--- src/rtl/apb_timer_pkg.sv ---
// Shared definitions for the APB timer: register offsets, CTRL bit positions,
// default widths and the word-address decoder.
package apb_timer_pkg;

  localparam int DEF_CNT_W = 32;
  localparam int DEF_PRE_W = 8;

  localparam logic [11:0] TMR_CTRL  = 12'h000;
  localparam logic [11:0] TMR_COUNT = 12'h004;
  localparam logic [11:0] TMR_CMP   = 12'h008;
  localparam logic [11:0] TMR_STAT  = 12'h00C;

  localparam int CTRL_EN_BIT         = 0;
  localparam int CTRL_AUTORELOAD_BIT = 1;
  localparam int CTRL_IRQ_EN_BIT     = 2;
  localparam int CTRL_PRESC_LSB      = 8;

  typedef enum logic [2:0] {
    REG_CTRL,
    REG_COUNT,
    REG_CMP,
    REG_STAT,
    REG_NONE
  } reg_sel_e;

  // Byte-lane bits are ignored; anything outside the four words is REG_NONE.
  function automatic reg_sel_e decode_addr(input logic [11:0] addr);
    logic [11:0] word;
    word = {addr[11:2], 2'b00};
    case (word)
      TMR_CTRL:  return REG_CTRL;
      TMR_COUNT: return REG_COUNT;
      TMR_CMP:   return REG_CMP;
      TMR_STAT:  return REG_STAT;
      default:   return REG_NONE;
    endcase
  endfunction

endpackage

--- src/rtl/apb_timer_core.sv ---
// Timer datapath: prescaler, free-running/auto-reload COUNT and sticky MATCH flag.
module apb_timer_core
  import apb_timer_pkg::*;
#(
  parameter int CNT_W = DEF_CNT_W,
  parameter int PRE_W = DEF_PRE_W
) (
  input  logic             clk,
  input  logic             rst,
  input  logic             en,
  input  logic             autoreload,
  input  logic [PRE_W-1:0] presc,
  input  logic [CNT_W-1:0] cmp,
  input  logic             count_we,
  input  logic [CNT_W-1:0] count_wdata,
  input  logic             match_clr,
  output logic [CNT_W-1:0] count,
  output logic             match
);

  localparam logic [CNT_W-1:0] CNT_ONE = 1;
  localparam logic [PRE_W-1:0] PRE_ONE = 1;

  logic [PRE_W-1:0] pre_cnt;
  logic             tick;
  logic             hit;

  // >= rather than == so that lowering PRESC mid-count ticks immediately.
  assign tick = en & (pre_cnt >= presc);
  assign hit  = (count == cmp);

  always_ff @(posedge clk) begin
    if (rst) begin
      pre_cnt <= '0;
      count   <= '0;
      match   <= 1'b0;
    end else begin
      if (!en || count_we || tick) pre_cnt <= '0;
      else                         pre_cnt <= pre_cnt + PRE_ONE;

      if (count_we)  count <= count_wdata;
      else if (tick) count <= (hit && autoreload) ? '0 : count + CNT_ONE;

      // A match set takes priority over a simultaneous software clear.
      if (tick && hit)    match <= 1'b1;
      else if (match_clr) match <= 1'b0;
    end
  end

endmodule

--- src/rtl/apb_timer.sv ---
// APB3 completer wrapping the timer core: one-wait-state handshake, register
// decode, CTRL/CMP storage and the registered read path.
module apb_timer
  import apb_timer_pkg::*;
#(
  parameter int CNT_W = DEF_CNT_W,
  parameter int PRE_W = DEF_PRE_W
) (
  input  logic        clk,
  input  logic        rst,
  input  logic [11:0] paddr,
  input  logic        psel,
  input  logic        penable,
  input  logic        pwrite,
  input  logic [31:0] pwdata,
  output logic        pready,
  output logic [31:0] prdata,
  output logic        pslverr,
  output logic        irq
);

  reg_sel_e         sel;
  logic             access;
  logic             wr_commit;
  logic             ctrl_en;
  logic             ctrl_autoreload;
  logic             ctrl_irq_en;
  logic [PRE_W-1:0] ctrl_presc;
  logic [CNT_W-1:0] cmp_q;
  logic [CNT_W-1:0] count;
  logic             match;
  logic [31:0]      rd_mux;

  assign sel       = decode_addr(paddr);
  assign access    = psel & penable & ~pready;
  assign wr_commit = psel & penable & pready & pwrite;

  always_comb begin
    rd_mux = '0;
    case (sel)
      REG_CTRL: begin
        rd_mux[CTRL_EN_BIT]                  = ctrl_en;
        rd_mux[CTRL_AUTORELOAD_BIT]          = ctrl_autoreload;
        rd_mux[CTRL_IRQ_EN_BIT]              = ctrl_irq_en;
        rd_mux[CTRL_PRESC_LSB +: PRE_W]      = ctrl_presc;
      end
      REG_COUNT: rd_mux[CNT_W-1:0] = count;
      REG_CMP:   rd_mux[CNT_W-1:0] = cmp_q;
      REG_STAT:  rd_mux[0]         = match;
      default:   rd_mux            = '0;
    endcase
  end

  // Response is prepared in the first access cycle; writes land when pready is high.
  always_ff @(posedge clk) begin
    if (rst) begin
      pready          <= 1'b0;
      prdata          <= '0;
      pslverr         <= 1'b0;
      ctrl_en         <= 1'b0;
      ctrl_autoreload <= 1'b0;
      ctrl_irq_en     <= 1'b0;
      ctrl_presc      <= '0;
      cmp_q           <= '0;
    end else begin
      pready  <= access;
      pslverr <= access & (sel == REG_NONE);
      if (access && !pwrite) prdata <= rd_mux;
      if (wr_commit && sel == REG_CTRL) begin
        ctrl_en         <= pwdata[CTRL_EN_BIT];
        ctrl_autoreload <= pwdata[CTRL_AUTORELOAD_BIT];
        ctrl_irq_en     <= pwdata[CTRL_IRQ_EN_BIT];
        ctrl_presc      <= pwdata[CTRL_PRESC_LSB +: PRE_W];
      end
      if (wr_commit && sel == REG_CMP) cmp_q <= pwdata[CNT_W-1:0];
    end
  end

  apb_timer_core #(
    .CNT_W(CNT_W),
    .PRE_W(PRE_W)
  ) u_core (
    .clk        (clk),
    .rst        (rst),
    .en         (ctrl_en),
    .autoreload (ctrl_autoreload),
    .presc      (ctrl_presc),
    .cmp        (cmp_q),
    .count_we   (wr_commit && sel == REG_COUNT),
    .count_wdata(pwdata[CNT_W-1:0]),
    .match_clr  (wr_commit && sel == REG_STAT && pwdata[0]),
    .count      (count),
    .match      (match)
  );

  assign irq = match & ctrl_irq_en;

endmodule

--- config.mk ---
export PLATFORM = sky130hd
export DESIGN_NAME = apb_timer
export DESIGN_NICKNAME = d
export VERILOG_FILES = /design/src/rtl/apb_timer_pkg.sv /design/src/rtl/apb_timer_core.sv /design/src/rtl/apb_timer.sv
export SDC_FILE = /design/constraint.sdc
export NUM_CORES = 1
export LEC_CHECK = 0
export CORE_ASPECT_RATIO = 1.2
export CORE_MARGIN = 4
export CORE_UTILIZATION = 59
export DETAILED_ROUTE_END_ITERATION = 8
export HOLD_SLACK_MARGIN = 0.12
export PLACE_DENSITY = 0.85
export SETUP_SLACK_MARGIN = 0.3
export SYNTH_ARGS = -nofsm -noshare
export SYNTH_HDL_FRONTEND = slang
export SYNTH_SLANG_ARGS = --single-unit
--- constraint.sdc ---
create_clock -name clk -period 6.6 [get_ports clk]
set_clock_uncertainty 0.1 [all_clocks]
set_input_delay 1.98 -clock clk [delete_from_list [all_inputs] [get_ports clk]]
set_output_delay 1.98 -clock clk [all_outputs]
set_load 0.05 [all_outputs]
Signal wires by layer:
Only two layers are drawn.
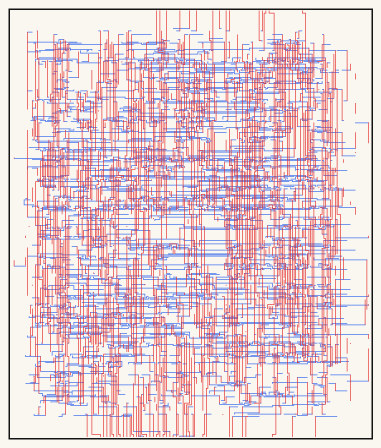
- met2: red (wire length 9320 um)
- met1: blue (wire length 7220 um)
Wirelength per Cell: 20.2 um
sum of routed wire length over all layers: 19300 um
total number of vias: 6093
GRT Overall Usage: 0.333

Supply network:
Bar = 20 um. Pins as bars on the die edge. Tap cells in gray.
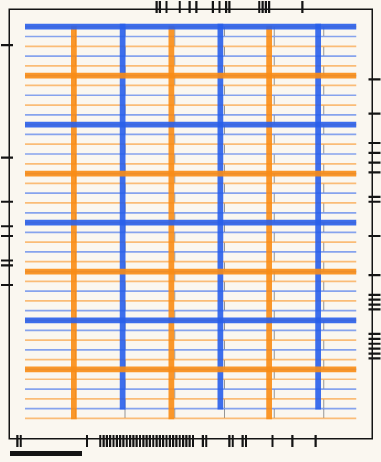
- VDD: blue
- VSS: orange
- met1 rails: 41
- rows: 40
- met4 straps: 6
largest vdd supply drop: 0.158 mV
die outline width: 100 um
Die H: 119 um

Signal wires on met4:
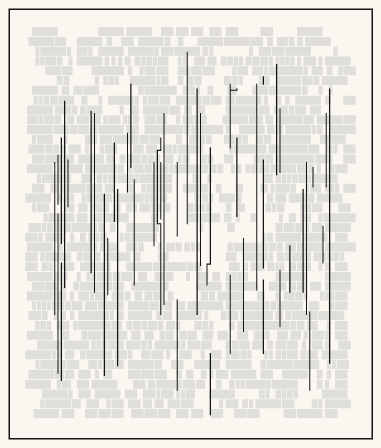
- share of all routed wire: 7.3%
- wire length on this layer: 1400 um
- nets with wire on the layer: 41
- main direction: vertical
- longest straight run: 76.2 um

Layout detail:
Window x 63 to 88, y 17 to 42 um. Cells in gray, sequential cells in the stronger gray; small squares are vias.
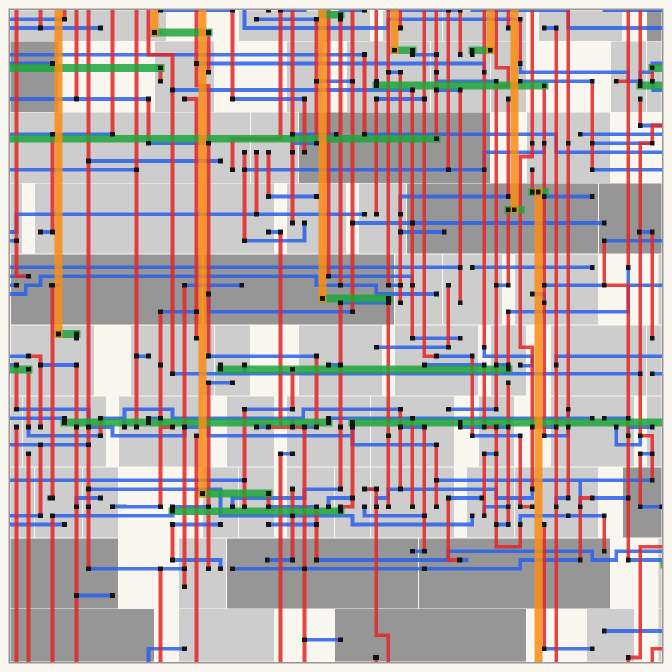
- met4: orange
- met3: green
- met2: red
- met1: blue
- sequential cells in the window: 9
- cells with their middle in the window: 51
- netlist names of flops here include: cmp_q (5), prdata (2), u_core.count (2)
- most frequent: nand2_1 (9), dfxtp_1 (9)

-- final cells by class --
class / instances / area, um^2
inverter: 12 / 45.0
clock buffer: 19 / 433
fill: 763 / 2540
timing repair buffer: 99 / 941
clock inverter: 13 / 158
multi-input combinational: 568 / 3380
sequential: 118 / 2360
tap: 126 / 158
-- where the power goes --
group          switching, mW  internal, mW  leakage (nW)
Clock                  0.336         0.591         0.279
Sequential           0.00340         0.719         0.952
Combinational         0.0670        0.0461          1.33
-- metrics by stage --
step                      instance area [um^2]  setup slack (ps)  cells
after floorplan                           6040              2700    756
after global placement                    6880              1680    923
after detailed placement                  6880              1630    923
after CTS                                 7470              2030    955
after global routing                      7470              1720    955
final                                     7470              1980    955
-- layout by cell type, fill, tap and decap left out, types with 17 or more instances in the layout --
cell type and n:
sky130_fd_sc_hd__nand3_1 29, sky130_fd_sc_hd__mux2i_1 22, sky130_fd_sc_hd__o21ai_0 23, sky130_fd_sc_hd__clkdlybuf4s50_1 80, sky130_fd_sc_hd__nor3_1 41, sky130_fd_sc_hd__buf_4 18, sky130_fd_sc_hd__xnor2_1 41, sky130_fd_sc_hd__a221oi_1 21
sky130_fd_sc_hd__nand2_1 109, sky130_fd_sc_hd__a21oi_1 57, sky130_fd_sc_hd__nand4_1 24, sky130_fd_sc_hd__clkbuf_16 17, sky130_fd_sc_hd__nor2_1 76, sky130_fd_sc_hd__dfxtp_1 118
-- flip-flops by register name, summed over array words and instances (netlist names) --
| name | flops |
|---|---|
| pready | 1 |
| u_core.match | 1 |
| prdata | 32 |
| u_core.count | 32 |
| ctrl_irq_en | 1 |
| u_core.pre_cnt | 8 |
| ctrl_en | 1 |
| ctrl_autoreload | 1 |
| pslverr | 1 |
| ctrl_presc | 8 |
| cmp_q | 32 |
==> results.txt <==
Status on the layout run. The run finished with clean final reports. Post-synthesis cell count landed at roughly 760. Routed via count divided by cell count landed at ~6.4. Synthesized net count landed at slightly above 800. Later-pin clock latency in the skew report landed at roughly 410 ps. The final hold violation count recorded for this run is 0. The critical path in this run is classified as in -> reg.

By area the synthesized netlist is led by sky130_fd_sc_hd__dfxtp_1, sky130_fd_sc_hd__nand2_1, sky130_fd_sc_hd__xnor2_1. Counting buffers and inverters, the worst setup path is 7 cells deep. In this run the static leakage power is 2.56 nW. Transition time at the pin with the least slew margin landed at around 1100 ps. Highest fanout seen on the critical path landed at 17. For met3 alone, demand over resource in global routing was 0.0715.

Simple-gate share of the synthesized area landed at 0.271. The synthesis report gives the async set-or-reset register share as 0. The number of antenna violations at the first check in global routing came to 0. Number of warnings printed during yosys synthesis landed at 0.

Setup violation total in the final timing report landed at 0. The floorplan report gives the top-level pin count as 84. Clock-pin slew on the worst setup and hold paths landed at roughly 50 ps. Across all stage logs, warnings added up to 28. The cell-mix breakdown from Yosys lists the adder-cell area share as 0.0207. Area fraction in compound gates landed at 0.156. In this run, post-CTS hold repair placed 0 buffers. Total number of nets in the final design landed at between 800 and 900. STA classifies the critical path endpoint as a flop. The synthesis report names the predominant flop master as sky130_fd_sc_hd__dfxtp_1. The critical path ends at u_core.count[13]. The capture point of the worst register-to-register path is recorded as u_core.count[13]. The number of cells on the worst reg-to-reg path is 6. CTS sink count landed at approximately 120. Per the hold report, the tightest min-delay path originates at prdata[0]. Routed wire length on met3 landed at between 1000 and 1500 um. The portion of synthesized area spent on multiplexers is 0.0402. Placed wire-length estimate after detailed placement landed at 13900 um. In this run the critical path is formed by clkdlybuf4s50_1 > nand2b_1 > nor3_4 > buf_4 > nor2_1 > o21ai_0 > o21ai_0.

Final global-route overflow total landed at 0. Power density over the cells landed at ~240 mW/mm^2. Of the post-synthesis cell area, the dominant cell type holds 0.391. After global routing, the most crowded layer is met2.

The worst hold path terminates at prdata[0]. Count of instantiated cells in the yosys netlist landed at 756. Met2 layer usage reported by global route landed at 0.523. The design draws approximately 1.8 mW. Netlist area before placement landed at around 0.006 mm^2. The number of global-route vias before repair was approximately 6.2k. Final period utilization landed at 0.700.
Power figures rest on the tool's default switching activity, not on a simulated workload.
